==> config.mk <==
export PLATFORM = sky130hd
export DESIGN_NAME = txreg_arbiter
export DESIGN_NICKNAME = d
export VERILOG_FILES = /design/src/rtl/txreg_arbiter_pkg.sv /design/src/rtl/txreg_arbiter_rr_pick.sv /design/src/rtl/txreg_arbiter.sv
export SDC_FILE = /design/constraint.sdc
export NUM_CORES = 1
export LEC_CHECK = 0
export CAP_MARGIN = 20
export CORE_MARGIN = 2
export CORE_UTILIZATION = 46
export DETAILED_ROUTE_END_ITERATION = 6
export MAX_ROUTING_LAYER = met4
export PLACE_DENSITY = 0.88
export SLEW_MARGIN = 25
export SYNTH_ARGS = -nofsm -noshare
export SYNTH_HDL_FRONTEND = slang
export SYNTH_HIERARCHICAL = 1
export SYNTH_SLANG_ARGS = --single-unit
export TNS_END_PERCENT = 30
==> constraint.sdc <==
create_clock -name i_Pclk -period 5.35 [get_ports i_Pclk]
set_input_delay 1.07 -clock i_Pclk [delete_from_list [all_inputs] [get_ports i_Pclk]]
set_output_delay 1.07 -clock i_Pclk [all_outputs]
set_load 0.02 [all_outputs]
Figure 1. PDN straps and rails.
Pins as bars on the die edge. Tap cells in grey.
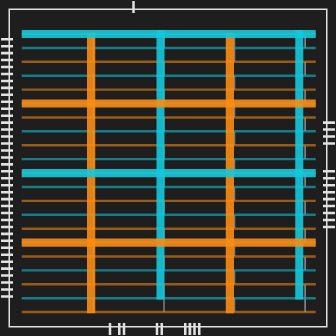
Key: VDD = cyan; VSS = orange
4 straps on met4. 61 signal pins sit on the boundary. 21 met1 rails follow the rows. 4 straps on met5. 44 tap cells.
area of the core: 0.00313 sq mm
maximum vdd drop: 0.281 mV
Die Ht: 61.8 um

Figure 2. Placement by cell class.
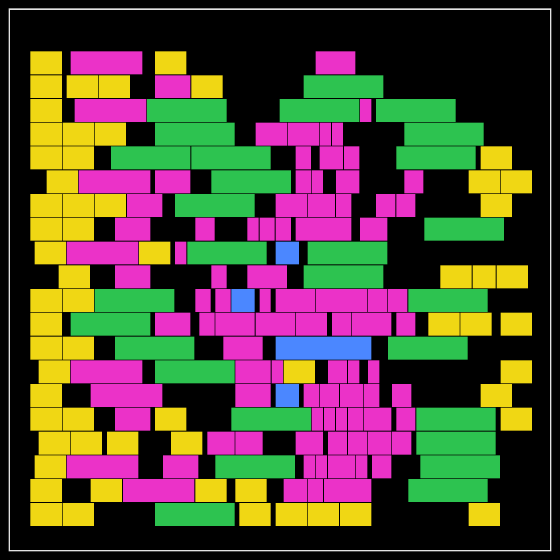
Key: remaining logic cells = magenta [cells 90, share of their area 37%]; clock drivers and dummy loads = blue [cells 4, share of their area 2.4%]; remaining buffers and delay cells = yellow [cells 61, share of their area 28%]; registers = green [cells 28, share of their area 32%]
post-layout utilization of the core: 70.8%
row cnt: 20

Figure 3. Clock wires, drivers and flops.
Bar = 20 um.
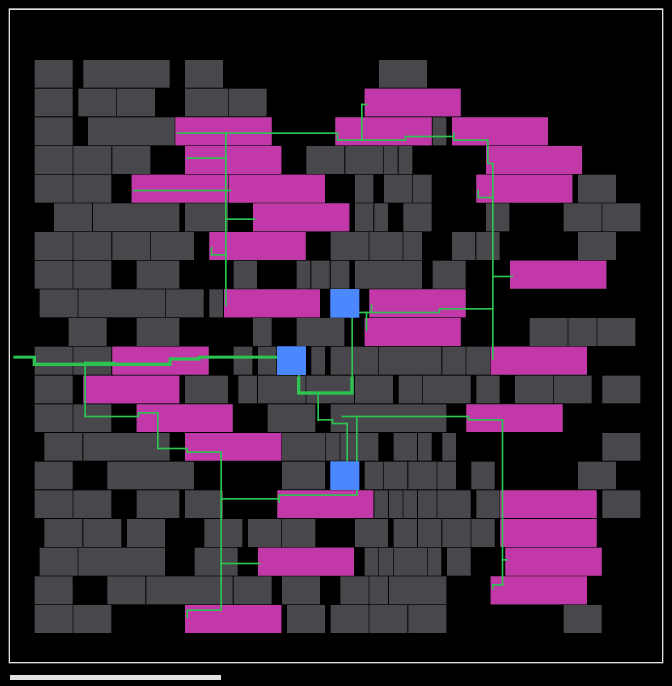
Key: clock-net drivers = blue [count 3]; flip-flops = magenta [count 28]; clock wires = green [length 267 um]
There are 4 routed clock nets.
clock network power consumption: 0.136 mW
Clk pwr share: 13.2%
largest clock skew in the final design: 7.23 ps

Figure 4. Wiring by layer.
Bar = 20 um.
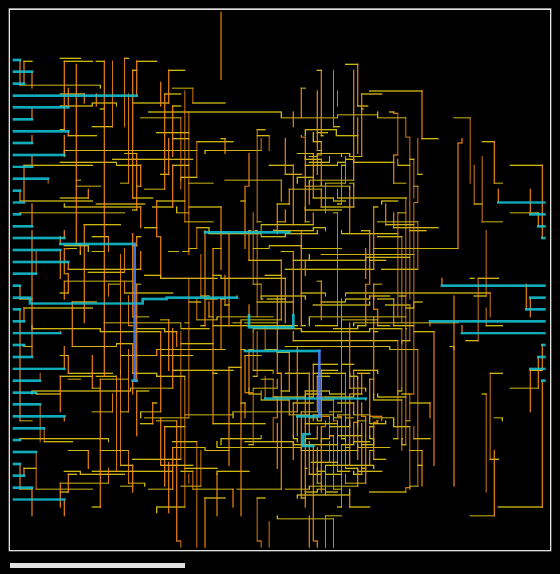
Key: M1 = yellow [wire length 1260 um]; M4 = blue [wire length 23.1 um]; M3 = cyan [wire length 245 um]; M2 = orange [wire length 1630 um]
total length of routed wires: 3.16 mm
average wire per standard cell: 13.9 um
count of vias placed by the detailed router: 1237

Figure 5. Routing congestion map.
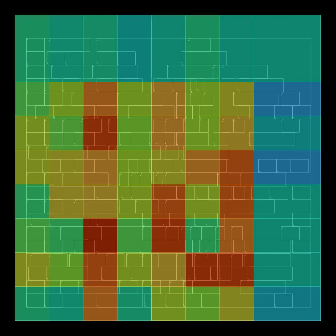
GR met2 Demand/Resource: 33.8%
total global routing track utilization: 19.0%
layer with the highest usage after global routing: met2
met3 track utilization from global routing: 4.35%

==> run summary <==
Status of the implementation.

- The flow ran to the end, and the final reports show no timing, DRC or antenna violations.
- The transition at the pin with the smallest max-transition slack is 882 ps, for reference.
- Dividing the final minimum period by the clock period gives 71.1%.
- The leakage power is 0.940 nW, for reference.
- Entering global routing, the biggest net connects 29 pins.
- The cell type that accounts for the most area after synthesis is sky130_fd_sc_hd__dfrtp_1.
- The first-iteration detailed-routing DRC count is 29, for reference.
- The detailed-router iteration count before antenna repair is 4, for reference.
- The final standard cell count with taps included and fillers excluded is 227, for reference.
- The type recorded for the worst min-delay path is reg2reg.
- The number of antenna diodes in the final layout is 0.
- Per the timing report, the achievable frequency comes out to 263 MHz.
- The post-placement worst setup slack is between 1000 and 1500 ps, for reference.
- Setup repair after global routing left no endpoint under its margin.
- In this design, the largest share of critical-path delay is due to XOR/XNOR gates.
- The source-to-sink clock delay at the later pin of the worst-skew pair is between 300 and 400 ps, for reference.
- The clock edge transition at the registers on the reported setup and hold paths is 150 ps, for reference.
- The floorplan report gives the top-level pin count as approximately 61.
- The number of register bits inferred by synthesis is 28, for reference.
- The minimum hold slack is 518 ps, for reference.
- The die span in x is about 62 um, for reference.
- The floorplan step defined a die boundary enclosing 0.00382 sq mm.
- The core utilization before placement is between 40% and 50%, for reference.
- Summing internal, switching and leakage power gives 1.02 mW.
- Once placement finished, the instance area stood at 0.00216 sq mm.
- STA classifies the critical path endpoint as a register.
- In this run the number of cells on the critical path is 10.
- The register-to-register setup slack is 2360 ps, for reference.
- Sorting the synthesized cells by how often they occur yields sky130_fd_sc_hd__dfrtp_1 (28), sky130_fd_sc_hd__mux2_2 (10), sky130_fd_sc_hd__mux4_2 (8).
- The critical setup path kind is in2reg, for reference.
- In the synthesized netlist, the dominant kind of combinational cell is multiplexers.
- Switching power as a fraction of the total was reported as 34.7%.
- Setup slack closes at roughly 1500 ps.
- The timing report notes that buffer and inverter cells on the critical path total 2.
- Cells with a size suffix above 1 make up 16.4% of the layout.
- The Yosys chip area is 0.00154 sq mm, for reference.
- The register with the most flip-flops in the layout has 8 of them.
- The count of distinct cell types in the synthesized netlist is 38, for reference.
- The number of cells on the worst hold path is 1, for reference.
- By instance count, the cell type seen most on the critical path is sky130_fd_sc_hd__xnor2_1.
- The initial antenna violation count is 0.
- CTS built an H-tree with a depth of 1.
- At the end of the flow, the number of nets in the layout was 231.
- The DRC violation count after routing is 0, for reference.
- Counting I/O delays and the setup requirement, the final critical path takes roughly 3800 ps.
- Synthesis produced 124 cells.
- Per the final timing report, the hold violations number 0.
- In this run the remaining antenna-violating nets after routing total 0.
- The XOR/XNOR share of the synthesized area is 1.14%, for reference.
- After its last routability iteration, the placer logged a weighted congestion of 0.758.
- The tally of max-capacitance violations is 0, for reference.
- The number of enable-type register cells in the synthesized netlist is 0, for reference.
- The total of fill cells in the finished design is 214, for reference.
- For reference, simple AND, OR, NAND and NOR cells occupy 14.4% of the area reported after synthesis.
- No sink is reached through more buffers than the 2 on the longest clock path.
- The root buffer cell is sky130_fd_sc_hd__clkbuf_4, for reference.
- The max-slew headroom at the worst pin is 40.8%, for reference.
- Warnings reported by Yosys during synthesis add up to 6.
- The number of cells on the worst reg-to-reg path is 8.
- The CTS log lists the clock sinks for this run as 28.
- In this run the power spent charging and discharging nets is 0.356 mW.
- In the power breakdown, the internal column shows roughly 0.67 mW.
- Along the worst path, the maximum fanout reaches 9.
- The most used flip-flop cell after synthesis is sky130_fd_sc_hd__dfrtp_1.
- The net count after synthesis is 171, for reference.
- Per the synthesis report, the AND-OR/OR-AND share of the synthesized area is 8.14%.
- For the completed layout, the total cell area is recorded as 0.00221 sq mm.
- The first global-routing pass estimated 5.23 mm of wire.
- The sort of element at the start of the critical path is an input port, for reference.
- The power group with the highest consumption is combinational cells, for reference.
- In the placement report, post-DP HPWL is listed as 2.58 mm.
- The adder-cell share of the synthesized area is roughly 4.9%, for reference.
- The number of global-route vias before repair was 1273.
- Per report_power, the sequential group accounts for 32.0% of the total.
- Per the placement log, port buffering inserted roughly 60 buffers.
- The total negative slack is 0 ps, for reference.
- In the final report, the number of endpoints failing setup comes to 0.
- By area the synthesized netlist is led by sky130_fd_sc_hd__dfrtp_1 (46%), sky130_fd_sc_hd__mux4_2 (12%), sky130_fd_sc_hd__mux2_2 (7.3%).
- The buffer count from post-CTS setup fixing is 0, for reference.
- The cell with the biggest individual delay on the critical path is sky130_fd_sc_hd__xnor2_1, for reference.
[cells in the final DEF, fill, tap and decap left out, types with 2 or more instances in the layout]
cell	n
sky130_fd_sc_hd__nor2b_1	2
sky130_fd_sc_hd__inv_1	7
sky130_fd_sc_hd__nand2_1	5
sky130_fd_sc_hd__nor3_1	2
sky130_fd_sc_hd__o22ai_1	2
sky130_fd_sc_hd__a21oi_1	3
sky130_fd_sc_hd__and3_1	4
sky130_fd_sc_hd__nor2_1	4
sky130_fd_sc_hd__xnor2_1	2
sky130_fd_sc_hd__dfrtp_1	28
sky130_fd_sc_hd__ha_1	6
sky130_fd_sc_hd__nand3_1	5
sky130_fd_sc_hd__and2_1	5
sky130_fd_sc_hd__clkdlybuf4s50_1	60
sky130_fd_sc_hd__or2b_1	2
sky130_fd_sc_hd__mux2_2	10
sky130_fd_sc_hd__mux4_2	8
sky130_fd_sc_hd__mux2i_1	2
sky130_fd_sc_hd__o21ai_0	4
sky130_fd_sc_hd__clkbuf_4	3
[routing by layer]
metal  GRT usage, %  wire length [um]
met4           4.56                23
met3           4.35               245
met5              -                 0
met2           33.8              1630
met1           21.6              1260
[cells by family after synthesis]
family | after synthesis
simple gates | 37
flops | 28
mux | 21
compound gates | 17
buf+inv | 13
fa+ha+maj | 6
xor+xnor | 2
[layout make-up]
type / count / area [sq um] / share of cell area, %
Clock inverter: 1 / 30.0 / 1.36
Sequential cell: 28 / 701 / 31.6
Tap cell: 44 / 55.1 / 2.49
Timing Repair Buffer: 61 / 608 / 27.5
Inverter: 7 / 26.3 / 1.19
Multi-Input combinational cell: 83 / 772 / 34.9
Clock buffer: 3 / 22.5 / 1.02
Power figures rest on the tool's default switching activity, not on a simulated workload.
